--- src/rtl/psk_symbol_mapper.sv ---
// rtl/psk_symbol_mapper.sv - serial coded bits to Gray-mapped BPSK/QPSK/8PSK I/Q points with phase rotation
// Optional PSK_MAPPER_AUTO_ROTATE_EN: phase steps come from a transfer counter instead of i_shift_phase_stb.
module psk_symbol_mapper #(
    parameter int IQ_WIDTH            = 10,
    parameter int ROTATE_PERIOD_WIDTH = 24
) (
    input  logic                           i_clk,
    input  logic                           i_reset,
    input  logic [1:0]                     i_mod_type,
    input  logic [2:0]                     i_angle_step,
    input  logic [ROTATE_PERIOD_WIDTH-1:0] i_rotate_period,
    input  logic                           i_shift_phase_stb,
    input  logic                           i_sync,
    output logic                           o_last_phase_stb,
    input  logic                           i_bit,
    input  logic                           i_bit_valid,
    output logic                           o_bit_ready,
    output logic signed [IQ_WIDTH-1:0]     o_data_i,
    output logic signed [IQ_WIDTH-1:0]     o_data_q,
    output logic                           o_valid,
    input  logic                           i_ready
);

    localparam int AMP_INT  = (1 << (IQ_WIDTH - 1)) - 1;
    localparam int DIAG_INT = (AMP_INT * 707) / 1000;

    localparam logic signed [IQ_WIDTH-1:0] P_A  = IQ_WIDTH'(AMP_INT);
    localparam logic signed [IQ_WIDTH-1:0] N_A  = IQ_WIDTH'(-AMP_INT);
    localparam logic signed [IQ_WIDTH-1:0] P_B  = IQ_WIDTH'(DIAG_INT);
    localparam logic signed [IQ_WIDTH-1:0] N_B  = IQ_WIDTH'(-DIAG_INT);
    localparam logic signed [IQ_WIDTH-1:0] ZERO = '0;

    logic [1:0] mod_reg;
    logic [2:0] step_reg;
    logic [2:0] angle_reg;
    logic [2:0] angle_next;
    logic [1:0] bit_cnt;
    logic [1:0] shift_reg;
    logic [2:0] bits_next;
    logic [1:0] bits_needed;
    logic [2:0] map_k;
    logic       last_bit;
    logic       bit_accept;
    logic       pend_valid;
    logic [2:0] pend_k;
    logic       move;
    logic       phase_stb;
    logic signed [IQ_WIDTH-1:0] lut_i;
    logic signed [IQ_WIDTH-1:0] lut_q;

    assign move        = pend_valid & (~o_valid | i_ready);
    assign o_bit_ready = ~i_reset & (~pend_valid | move);
    assign bit_accept  = i_bit_valid & o_bit_ready;
    assign angle_next  = angle_reg + step_reg;
    assign last_bit    = (bit_cnt == (bits_needed - 2'd1));

    // Gray decode of the symbol completed by the incoming bit (earlier bits are MSBs).
    always_comb begin
        bits_next   = {shift_reg, i_bit};
        bits_needed = 2'd1;
        map_k       = 3'd0;
        case (mod_reg)
            2'd1: begin
                bits_needed = 2'd2;
                case (bits_next[1:0])
                    2'b00:   map_k = 3'd1;
                    2'b10:   map_k = 3'd3;
                    2'b11:   map_k = 3'd5;
                    default: map_k = 3'd7;
                endcase
            end
            2'd2: begin
                bits_needed = 2'd3;
                case (bits_next)
                    3'b000:  map_k = 3'd0;
                    3'b001:  map_k = 3'd1;
                    3'b011:  map_k = 3'd2;
                    3'b010:  map_k = 3'd3;
                    3'b110:  map_k = 3'd4;
                    3'b111:  map_k = 3'd5;
                    3'b101:  map_k = 3'd6;
                    default: map_k = 3'd7;
                endcase
            end
            default: map_k = i_bit ? 3'd4 : 3'd0;
        endcase
    end

    always_comb begin
        lut_i = ZERO;
        lut_q = ZERO;
        case (pend_k)
            3'd0: begin lut_i = P_A;  lut_q = ZERO; end
            3'd1: begin lut_i = P_B;  lut_q = P_B;  end
            3'd2: begin lut_i = ZERO; lut_q = P_A;  end
            3'd3: begin lut_i = N_B;  lut_q = P_B;  end
            3'd4: begin lut_i = N_A;  lut_q = ZERO; end
            3'd5: begin lut_i = N_B;  lut_q = N_B;  end
            3'd6: begin lut_i = ZERO; lut_q = N_A;  end
            default: begin lut_i = P_B; lut_q = N_B; end
        endcase
    end

`ifdef PSK_MAPPER_AUTO_ROTATE_EN
    logic [ROTATE_PERIOD_WIDTH-1:0] xfer_cnt;
    logic                           xfer;
    logic                           unused_manual;

    assign xfer          = o_valid & i_ready;
    assign phase_stb     = ~i_sync & xfer & (xfer_cnt == i_rotate_period);
    assign unused_manual = i_shift_phase_stb;

    always_ff @(posedge i_clk) begin
        if (i_reset || i_sync) begin
            xfer_cnt <= '0;
        end else if (xfer) begin
            if (xfer_cnt == i_rotate_period) begin
                xfer_cnt <= '0;
            end else begin
                xfer_cnt <= xfer_cnt + 1'b1;
            end
        end
    end
`else
    logic unused_auto;

    assign phase_stb   = i_shift_phase_stb;
    assign unused_auto = &{1'b0, i_sync, i_rotate_period};
`endif

    always_ff @(posedge i_clk) begin
        if (i_reset) begin
            mod_reg          <= i_mod_type;
            step_reg         <= i_angle_step;
            angle_reg        <= 3'd0;
            bit_cnt          <= 2'd0;
            shift_reg        <= 2'd0;
            pend_valid       <= 1'b0;
            pend_k           <= 3'd0;
            o_valid          <= 1'b0;
            o_data_i         <= ZERO;
            o_data_q         <= ZERO;
            o_last_phase_stb <= 1'b0;
        end else begin
            if (bit_accept) begin
                shift_reg <= bits_next[1:0];
                bit_cnt   <= last_bit ? 2'd0 : bit_cnt + 2'd1;
            end
            // A completed symbol refills the pending stage even as it drains.
            if (bit_accept && last_bit) begin
                pend_valid <= 1'b1;
                pend_k     <= map_k + angle_reg;
            end else if (move) begin
                pend_valid <= 1'b0;
            end
            if (move) begin
                o_valid  <= 1'b1;
                o_data_i <= lut_i;
                o_data_q <= lut_q;
            end else if (o_valid && i_ready) begin
                o_valid <= 1'b0;
            end
            if (phase_stb) begin
                angle_reg <= angle_next;
            end
            o_last_phase_stb <= phase_stb && (angle_next == 3'd0);
        end
    end

endmodule

--- config.mk ---
export PLATFORM = sky130hd
export DESIGN_NAME = psk_symbol_mapper
export DESIGN_NICKNAME = d
export VERILOG_FILES = /design/src/rtl/psk_symbol_mapper.sv
export SDC_FILE = /design/constraint.sdc
export NUM_CORES = 1
export LEC_CHECK = 0
export ABC_AREA = 1
export CAP_MARGIN = 20
export CORE_UTILIZATION = 45
export DETAILED_ROUTE_END_ITERATION = 6
export PLACE_DENSITY = 0.83
export SKIP_CTS_REPAIR_TIMING = 1
export SYNTH_ARGS = -nofsm -noshare
export SYNTH_HDL_FRONTEND = slang
export SYNTH_SLANG_ARGS = --single-unit
--- constraint.sdc ---
create_clock -name i_clk -period 4.5 [get_ports i_clk]
set_input_delay 0.45 -clock i_clk [delete_from_list [all_inputs] [get_ports i_clk]]
set_output_delay 0.45 -clock i_clk [all_outputs]
set_load 0.05 [all_outputs]
==> images/met1.png <==
Bar = 20 µm.
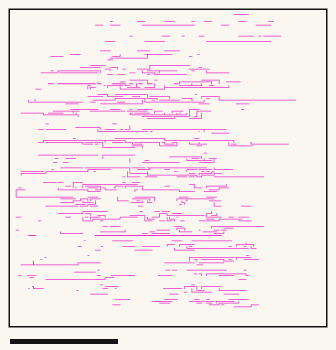
The layer holds 49% of the routed length. The layer carries 1220 µm of wire. 198 nets have wire on it.
number of vias after detailed routing: 1129
met1 Resource Use GR: 20.80%
post-detailed-routing wire length: 2482 µm

==> images/final_clocks.png <==
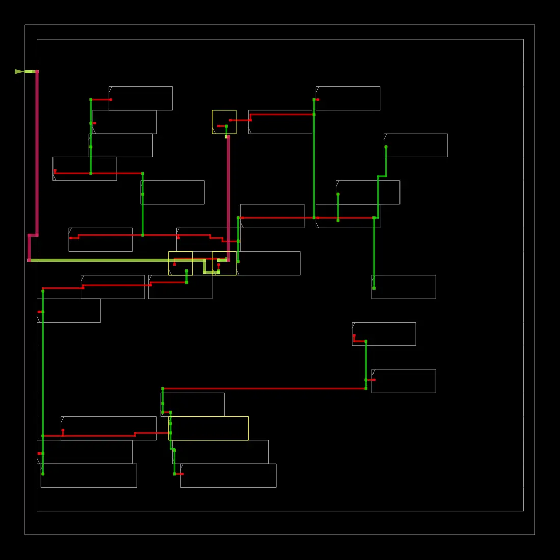
clock insertion delay at the later pin of the skew report: 0.32 ns
worst clock skew on the final layout: 0.003067 ns
clock network power: 0.000138 W
TritonCTS sink count: 26
CTS buffer count: 3

==> GITHUB_STEP_SUMMARY <==
## Implementation flow summary

| Metric | Value |
|---|---|
| Number of inverters outside the clock class in the layout | 27 |
| Die X | 58.77 µm |
| Hold_sp | o_data_q[0] |
| Mapped Cells | 178 |
| OpenROAD warnings | 56 |
| Basic Gates by Area | 20.71% |
| Buf/Inv on CP | 4 |
| Synthesis-to-layout area growth | 23.04% |
| Number of antenna violations at the first check in global routing | 0 |
| Worst-case setup margin in the final layout | 1.375 ns |
| Unrepaired setup endpoints after global routing | no |
| Most frequently used flop master after synthesis | sky130_fd_sc_hd__dfxtp_1 |
| CP Launch Point | i_reset |
| Max-slew violations | 0 |
| Share of Yosys cell area claimed by the top area cell type | 28.99% |
| Non-clock buffer total of the final layout | 33 |
| Endpoints failing hold | 0 |
| Netlist Area Pre-Place | 1450 µm² |
| Number of antenna cells inserted | 0 |
| Transition time of the tightest slew-check pin | 0.7866 ns |
| Area figure in the yosys stat output | 1450 µm² |
| Run status | finished, final reports clean |
==> images/wire_density.png <==
Bar = 20 µm. 12 x 12 tiles, from dark blue (low) to red (high), scaled to the fullest tile. Values are wire area over tile area, all layers added.
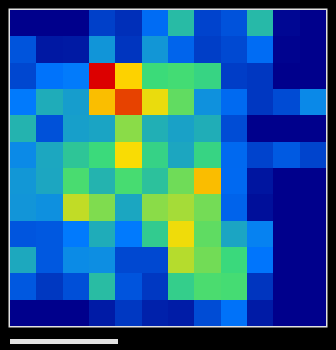
19% of the tiles are nearly empty. The emptiest ninth of the die: right middle. 17% of the tiles are over half the peak. The densest ninth of the die: middle. The fullest tile reaches 0.42. The mean over all tiles is 0.11.
routed wirelength normalized by instance count: 10.13 µm
global router's overall resource usage: 16.24%

## report_power, final
group	internal [W]	switching (W)	leakage, nW
logic	0.0000501	0.0000836	0.475
clock network	0.0000679	0.0000700	0.0261
registers	0.000253	0.0000134	0.220
## metal layers
layer	vias up	global-route usage [%]	wire length, µm
met3	4	2.637	81
met2	21	27.92	1146
li1	594	-	-
met1	510	20.80	1217
met4	0	5.102	36
met5	-	0	0
## kinds of logic (layout without fill, tap and decap cells)
family / after synthesis / after routing
compound gates: 29 / 29
xor+xnor: 5 / 5
fa+ha+maj: 11 / 11
buf+inv: 41 / 64
flops: 26 / 26
simple gates: 66 / 66
## synth_stat cells (2+ instances only)
master,number
sky130_fd_sc_hd__a21oi_1,10
sky130_fd_sc_hd__a21oi_2,6
sky130_fd_sc_hd__buf_4,12
sky130_fd_sc_hd__dfxtp_1,21
sky130_fd_sc_hd__edfxtp_1,5
sky130_fd_sc_hd__fa_1,2
sky130_fd_sc_hd__ha_1,9
sky130_fd_sc_hd__inv_1,20
sky130_fd_sc_hd__inv_2,5
sky130_fd_sc_hd__inv_4,2
sky130_fd_sc_hd__nand2_1,36
sky130_fd_sc_hd__nand3_1,7
sky130_fd_sc_hd__nand3_2,2
sky130_fd_sc_hd__nor2_1,14
sky130_fd_sc_hd__nor2_4,3
sky130_fd_sc_hd__o21ai_0,10
sky130_fd_sc_hd__o21ai_2,2
sky130_fd_sc_hd__xnor2_1,3
sky130_fd_sc_hd__xor2_1,2
## stage by stage
step / hold WS [ns] / util (%) / area, µm²
6_report: 0.4840 / 58.44 / 1784
3_5_place_dp: 0.4717 / 56.89 / 1737
5_1_grt: 0.5127 / 58.44 / 1784
3_3_place_gp: 0.4623 / 56.89 / 1737
2_1_floorplan: 0.4805 / - / 1450
4_1_cts: 0.4912 / 58.44 / 1784
Power and IR drop assume default switching activity.
